Run 1, pin placement:
Bar = 50 µm. Pins as bars across the die edge, other pins in gray.
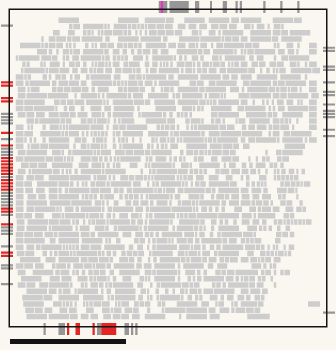
Run 1, wiring heat map:
The die is cut into 27 by 27 equal tiles; white is low, dark blue is high, scaled to the fullest tile. Values are wire area over tile area, all layers added.
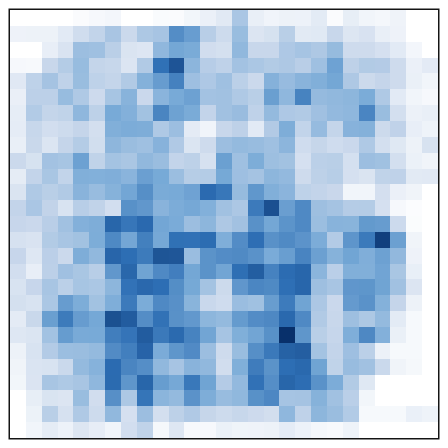
Run 1, layout detail:
Bar = 5 µm. Region (58, 85) to (78, 105) µm. Cells in gray, sequential cells in the stronger gray; small squares are vias.
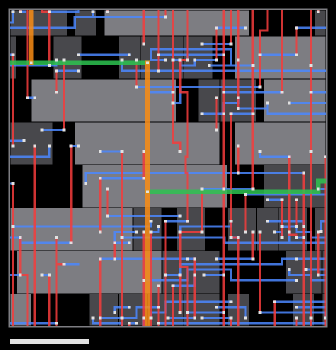
Design fdiv, sky130hd; sources not shown.
==> CHANGELOG.md, run 1 <==
### Metrics

* Status: finished, final reports clean
* Pin count of the biggest net entering global routing at about 120
* Synth cell types at 73
* Fin cells at roughly 1600
* N_taps at 225
* Crit start category: flip-flop
* GR met2 Demand/Resource at 0.509
* WHS Path Cells at 2
* Final Skew at roughly 0.017 ns
* Clock network area share at 0.0298
* Basic Gates by Area at 0.142
* # fillers at about 1200
* Signal buffers at 164
* Yosys reg bits at 190
* Final setup TNS at 0 ns
* DP Worst Slack at roughly 1.8 ns
* Final worst setup slack at ~1.7 ns
* Met1 usage at 0.446
* Xor/xnor share at 0.0484
* Flip-flops at ~190
* FFs w/ async S/R, synth at 1.00
* Commonest cells post-synth: 190 x dfrtp_1, 155 x nand2_1, 115 x o21ai_0
* Unrepaired setup endpoints after global routing: false
* R2R depth at 19
* Ports at approximately 100
* Worst Hold Slack at roughly 0.48 ns
* Fmax at about 230 MHz
* Final Setup Violations at 0
* Dominant cell area share at 0.418
* Most used routing layer in global routing: met2
* Crit-path max cell delay at 0.57 ns
* Total die area at 0.0186 mm²
* Yosys chip area at around 0.011 mm²
* # resized after CTS at 0
* Placed Instances at between 1500 and 2000
* Remaining antenna violation count at 0
* CTS root buf: clkbuf_8
* Crit path cell chain: or4_1, nor2_1, inv_1, ha_1, nor2_1, o21ai_0, a21oi_2, buf_4, buf_4, inv_1, ha_1, ha_1, fa_1, a21o_1, a21o_1, a21o_1, a21oi_1, xor2_1, o21ai_0
* Max Cap Viol at 0
* Largest class: combinational gates
* Area of the multi-input gates at 0.00601 mm²
* CTS tree: built
* Placed cell areas at 0.0127 mm²
* WP depth at 19
* Mapped Nets at 1350
* Inverters at 81
* Total CTS buffers at 17
* Tcrit/Tclk final at 0.728
* DR vias/cell at approximately 6.2
* Placer congestion estimate at between 0.9 and 1
* Worst EP required at ~6.5 ns
* Critical path class: flip-flop to flip-flop
* Fraction of area in registers at 0.363
* Critical path buffer and inverter count at 4
* Latency at later pin at between 0.4 and 0.5 ns
* Final core occ at 0.762
* Initial antenna violation count at 0
* Count leader, synth: dfrtp_1
* Gate family responsible for the most delay along the worst path: AND-OR/OR-AND gates
* Max Used Layer: met4
* Fa+ha+maj area frac at 0.0856
* Critical path arrival at between 4 and 5 ns
* Syn Area/Cell at around 9.4 µm²
* DRT met1 WL at between 10000 and 15000 µm
* Final Hold Viols at 0
* Final min period at 4.44 ns
* Core ar. at roughly 0.017 mm²
* Clock slew at reported path FFs at 0.10 ns
* Clk sink count at 190
* Vias in the first global route at 9374
* Final Max Slew Viols at 0
* Initial DRC Count at approximately 800
* Synth Flop Type: dfrtp_1
* Critical Path Sink Type: flip-flop
* Clkbuf count at 18
* #MultiIn Comb at around 870
* Min-Delay Path Class: flip-flop to flip-flop
* Post-synth top area cell: dfrtp_1
* Htree depth at 4
* Yosys Warn Count at 0
* Most frequent cells in the layout: 190 x dfrtp_1, 155 x nand2_1, 115 x o21ai_0
* Signal buf overhead at 0.103
* Mux frac, synth at 0.0627
* Rel. slew slack at 0.418
* Most numerous logic cell after layout: dfrtp_1
* Nets@finish at between 1000 and 1500
* Layout cells sized above 1 at 0.0910
* Number of enable flip-flop cells at 0
* CTS Buffer Depth at 2
* Post-DP HPWL at ~21000 µm
* Yosys stat cell total at 1206
* CP max-delay cell: or4_1
* Met3 wire len at around 2200 µm
* Top comb family, area: AND-OR/OR-AND gates
* Post-Syn Area at 0.0114 mm²
* Pre-antenna DRT Iters at 5
* Met3 Usage GRT at 0.0552
* Critical Path Fanout Max at 10
* Log Warnings at 33
* FF/Latch Area at roughly 0.0048 mm²
* Post-synthesis sequential area ratio at 0.418
* Post-CTS Setup Bufs at 0
* Design Area, Final at 0.0131 mm²
* Fp_density at 0.662
* Ant. Diodes at 0
* GRT overflow at 0
* Metal2 WL at roughly 13000 µm
* DR DRC count at 0
About 'pin placement':
b_i -> red  # pins 32, direction input, edge 21 left, 11 bottom
valid_o -> magenta  # pins 1, direction output, edge top
chip width: 136 µm
I/O Buffers: 101
Die Y: 136 µm

About 'wiring heat map':
nearly empty tiles = 5.8%
fullest tile = 0.71
mean over tiles = 0.25
densest ninth of the die = center
Routed WL: 28100 µm
Via Count: 9653
wire per inst: 18.0 µm
GRT Total Usage: 0.318

About 'layout detail':
M4 -> orange
M1 -> blue
M3 -> green
M2 -> red
most frequent = dfrtp_1 (8), o21ai_0 (4), clkbuf_1 (3)
sequential cells in the window = 8
cells with their middle in the window = 32

==> run 1 -> run 2 <==
--- a/config.mk
+++ b/config.mk
@@ -7,7 +7,7 @@
 export LEC_CHECK = 0
 export CAP_MARGIN = 20
 export CORE_MARGIN = 2
-export CORE_UTILIZATION = 65
+export CORE_UTILIZATION = 60
 export CTS_BUF_LIST = sky130_fd_sc_hd__clkbuf_8
 export DETAILED_ROUTE_END_ITERATION = 6
 export GPL_TIMING_DRIVEN = 0
==> constraint.sdc (replaced) <==
create_clock -name clk_i -period 4.1 [get_ports clk_i]
set_input_delay 0.82 -clock clk_i [delete_from_list [all_inputs] [get_ports clk_i]]
set_output_delay 0.82 -clock clk_i [all_outputs]
set_load 0.01 [all_outputs]
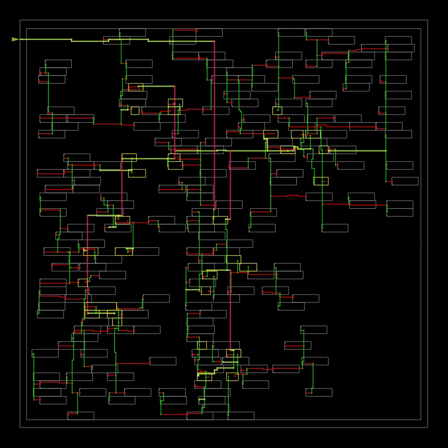
Run 2: clock wiring as the flow saved it
Final Skew: 0.0195 ns
clk sink count: 190

==> CHANGELOG.md, run 2 <==
### Metrics

* Critical path arrival at 4.30 ns (-0.50 ns)
* Top comb family, area: AND-OR/OR-AND gates
* CTS Buffer Depth at 2 (unchanged)
* Final setup TNS at 0 ns (unchanged)
* Final worst setup slack at 0.153 ns (-1.51 ns)
* Most frequent cells in the layout: 188 x dfrtp_1, 155 x nand2_1, 115 x o21ai_0
* Gate family responsible for the most delay along the worst path: AND-OR/OR-AND gates
* Post-Syn Area at 0.0114 mm² (unchanged)
* Inverters at 81 (unchanged)
* I/O Buffers at 101 (unchanged)
* Total die area at 0.0201 mm² (+8.1%)
* GR met2 Demand/Resource at 0.472 (-0.0371)
* Yosys chip area at 0.0114 mm² (unchanged)
* FF/Latch Area at 0.00476 mm² (about the same)
* Metal2 WL at 13500 µm (+2.1%)
* Ports at 102 (unchanged)
* Max Cap Viol at 0 (unchanged)
* # fillers at 1425 (+17%)
* Signal buffers at 168 (+2.4%)
* Core ar. at 0.0186 mm² (+8.5%)
* Die Y at 142 µm (+4.0%)
* Final Max Slew Viols at 0 (unchanged)
* # resized after CTS at 6 (+6)
* Critical path buffer and inverter count at 2 (-2)
* Crit path cell chain: ha_1, a2111o_1, a31oi_1, o21ai_1, a221o_1, a21oi_2, buf_6, inv_1, ha_1, ha_1, fa_1, a21o_1, a21o_1, a21o_1, a21oi_2, xor2_1, o21ai_0
* FFs w/ async S/R, synth at 1.00 (unchanged)
* Final Setup Violations at 0 (unchanged)
* Placed cell areas at 0.0127 mm² (about the same)
* Layout cells sized above 1 at 0.100 (+0.00940)
* CP max-delay cell: fa_1
* Htree depth at 4 (unchanged)
* Xor/xnor share at 0.0484 (unchanged)
* Fraction of area in registers at 0.360 (-0.00277)
* Pre-antenna DRT Iters at 5 (unchanged)
* Flip-flops at 190 (unchanged)
* Tcrit/Tclk final at 0.963 (+0.235)
* Final Hold Viols at 0 (unchanged)
* Remaining antenna violation count at 0 (unchanged)
* Critical path class: flip-flop to flip-flop
* Worst EP required at 4.45 ns (-2.01 ns)
* Vias in the first global route at 9344 (-0.32%)
* Most used routing layer in global routing: met2
* Log Warnings at 33 (unchanged)
* Nets@finish at 1475 (+0.27%)
* Crit start category: flip-flop
* Initial antenna violation count at 0 (unchanged)
* Pin count of the biggest net entering global routing at 129 (+4.0%)
* Final min period at 3.95 ns (-0.493 ns)
* GRT Total Usage at 0.291 (-0.0269)
* Fa+ha+maj area frac at 0.0856 (unchanged)
* Critical Path Sink Type: flip-flop
* Yosys stat cell total at 1206 (unchanged)
* Clock slew at reported path FFs at 0.11 ns (about the same)
* Routed WL at 28200 µm (+0.23%)
* Latency at later pin at 0.48 ns (about the same)
* Max Used Layer: met4
* Synth Flop Type: dfrtp_1
* Yosys reg bits at 190 (unchanged)
* Clock network area share at 0.0317 (+0.00184)
* Count leader, synth: dfrtp_1
* Crit-path max cell delay at 0.41 ns (-0.16 ns)
* Ant. Diodes at 0 (unchanged)
* Post-synth top area cell: dfrtp_1
* Signal buf overhead at 0.105 (+0.00200)
* R2R depth at 17 (-2)
* Worst Hold Slack at 0.261 ns (-0.222 ns)
* Critical Path Fanout Max at 3 (-7)
* Mapped Nets at 1350 (unchanged)
* Rel. slew slack at 0.334 (-0.0846)
* Post-synthesis sequential area ratio at 0.418 (unchanged)
* WP depth at 17 (-2)
* Number of enable flip-flop cells at 0 (unchanged)
* Min-Delay Path Class: input pin to asynchronous set/reset pin
* Placed Instances at 1542 (+0.59%)
* Chip width at 142 µm (+4.0%)
* Total CTS buffers at 17 (unchanged)
* #MultiIn Comb at 873 (unchanged)
* Met3 Usage GRT at 0.0398 (-0.0154)
* GRT overflow at 0 (unchanged)
* Post-CTS Setup Bufs at 3 (+3)
* DRT met1 WL at 12500 µm (+3.0%)
* Status: finished, final reports clean
* Largest class: combinational gates
* Clkbuf count at 17 (-1)
* Design Area, Final at 0.0132 mm² (+0.82%)
* Basic Gates by Area at 0.142 (unchanged)
* Synth cell types at 73 (unchanged)
* Fmax at 253 MHz (+12%)
* Dominant cell area share at 0.418 (unchanged)
* CTS tree: built
* CTS root buf: clkbuf_8
* N_taps at 234 (+4.0%)
* Area of the multi-input gates at 0.00604 mm² (+0.48%)
* Post-DP HPWL at 21400 µm (+0.48%)
* Yosys Warn Count at 0 (unchanged)
* DR vias/cell at 6.05 (-1.9%)
* Initial DRC Count at 669 (-16%)
* Placer congestion estimate at 0.910 (+1.0%)
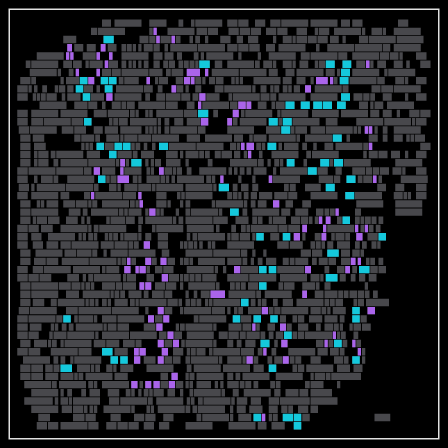
Run 2: selected gate families
non-inverting ao/oa cells -> cyan  # cells 71, most used a21o_1
nor cells -> purple  # cells 107, most used nor2_1
fin cells: 1578
most numerous logic cell after layout: dfrtp_1
combinational share of cell area: 0.458

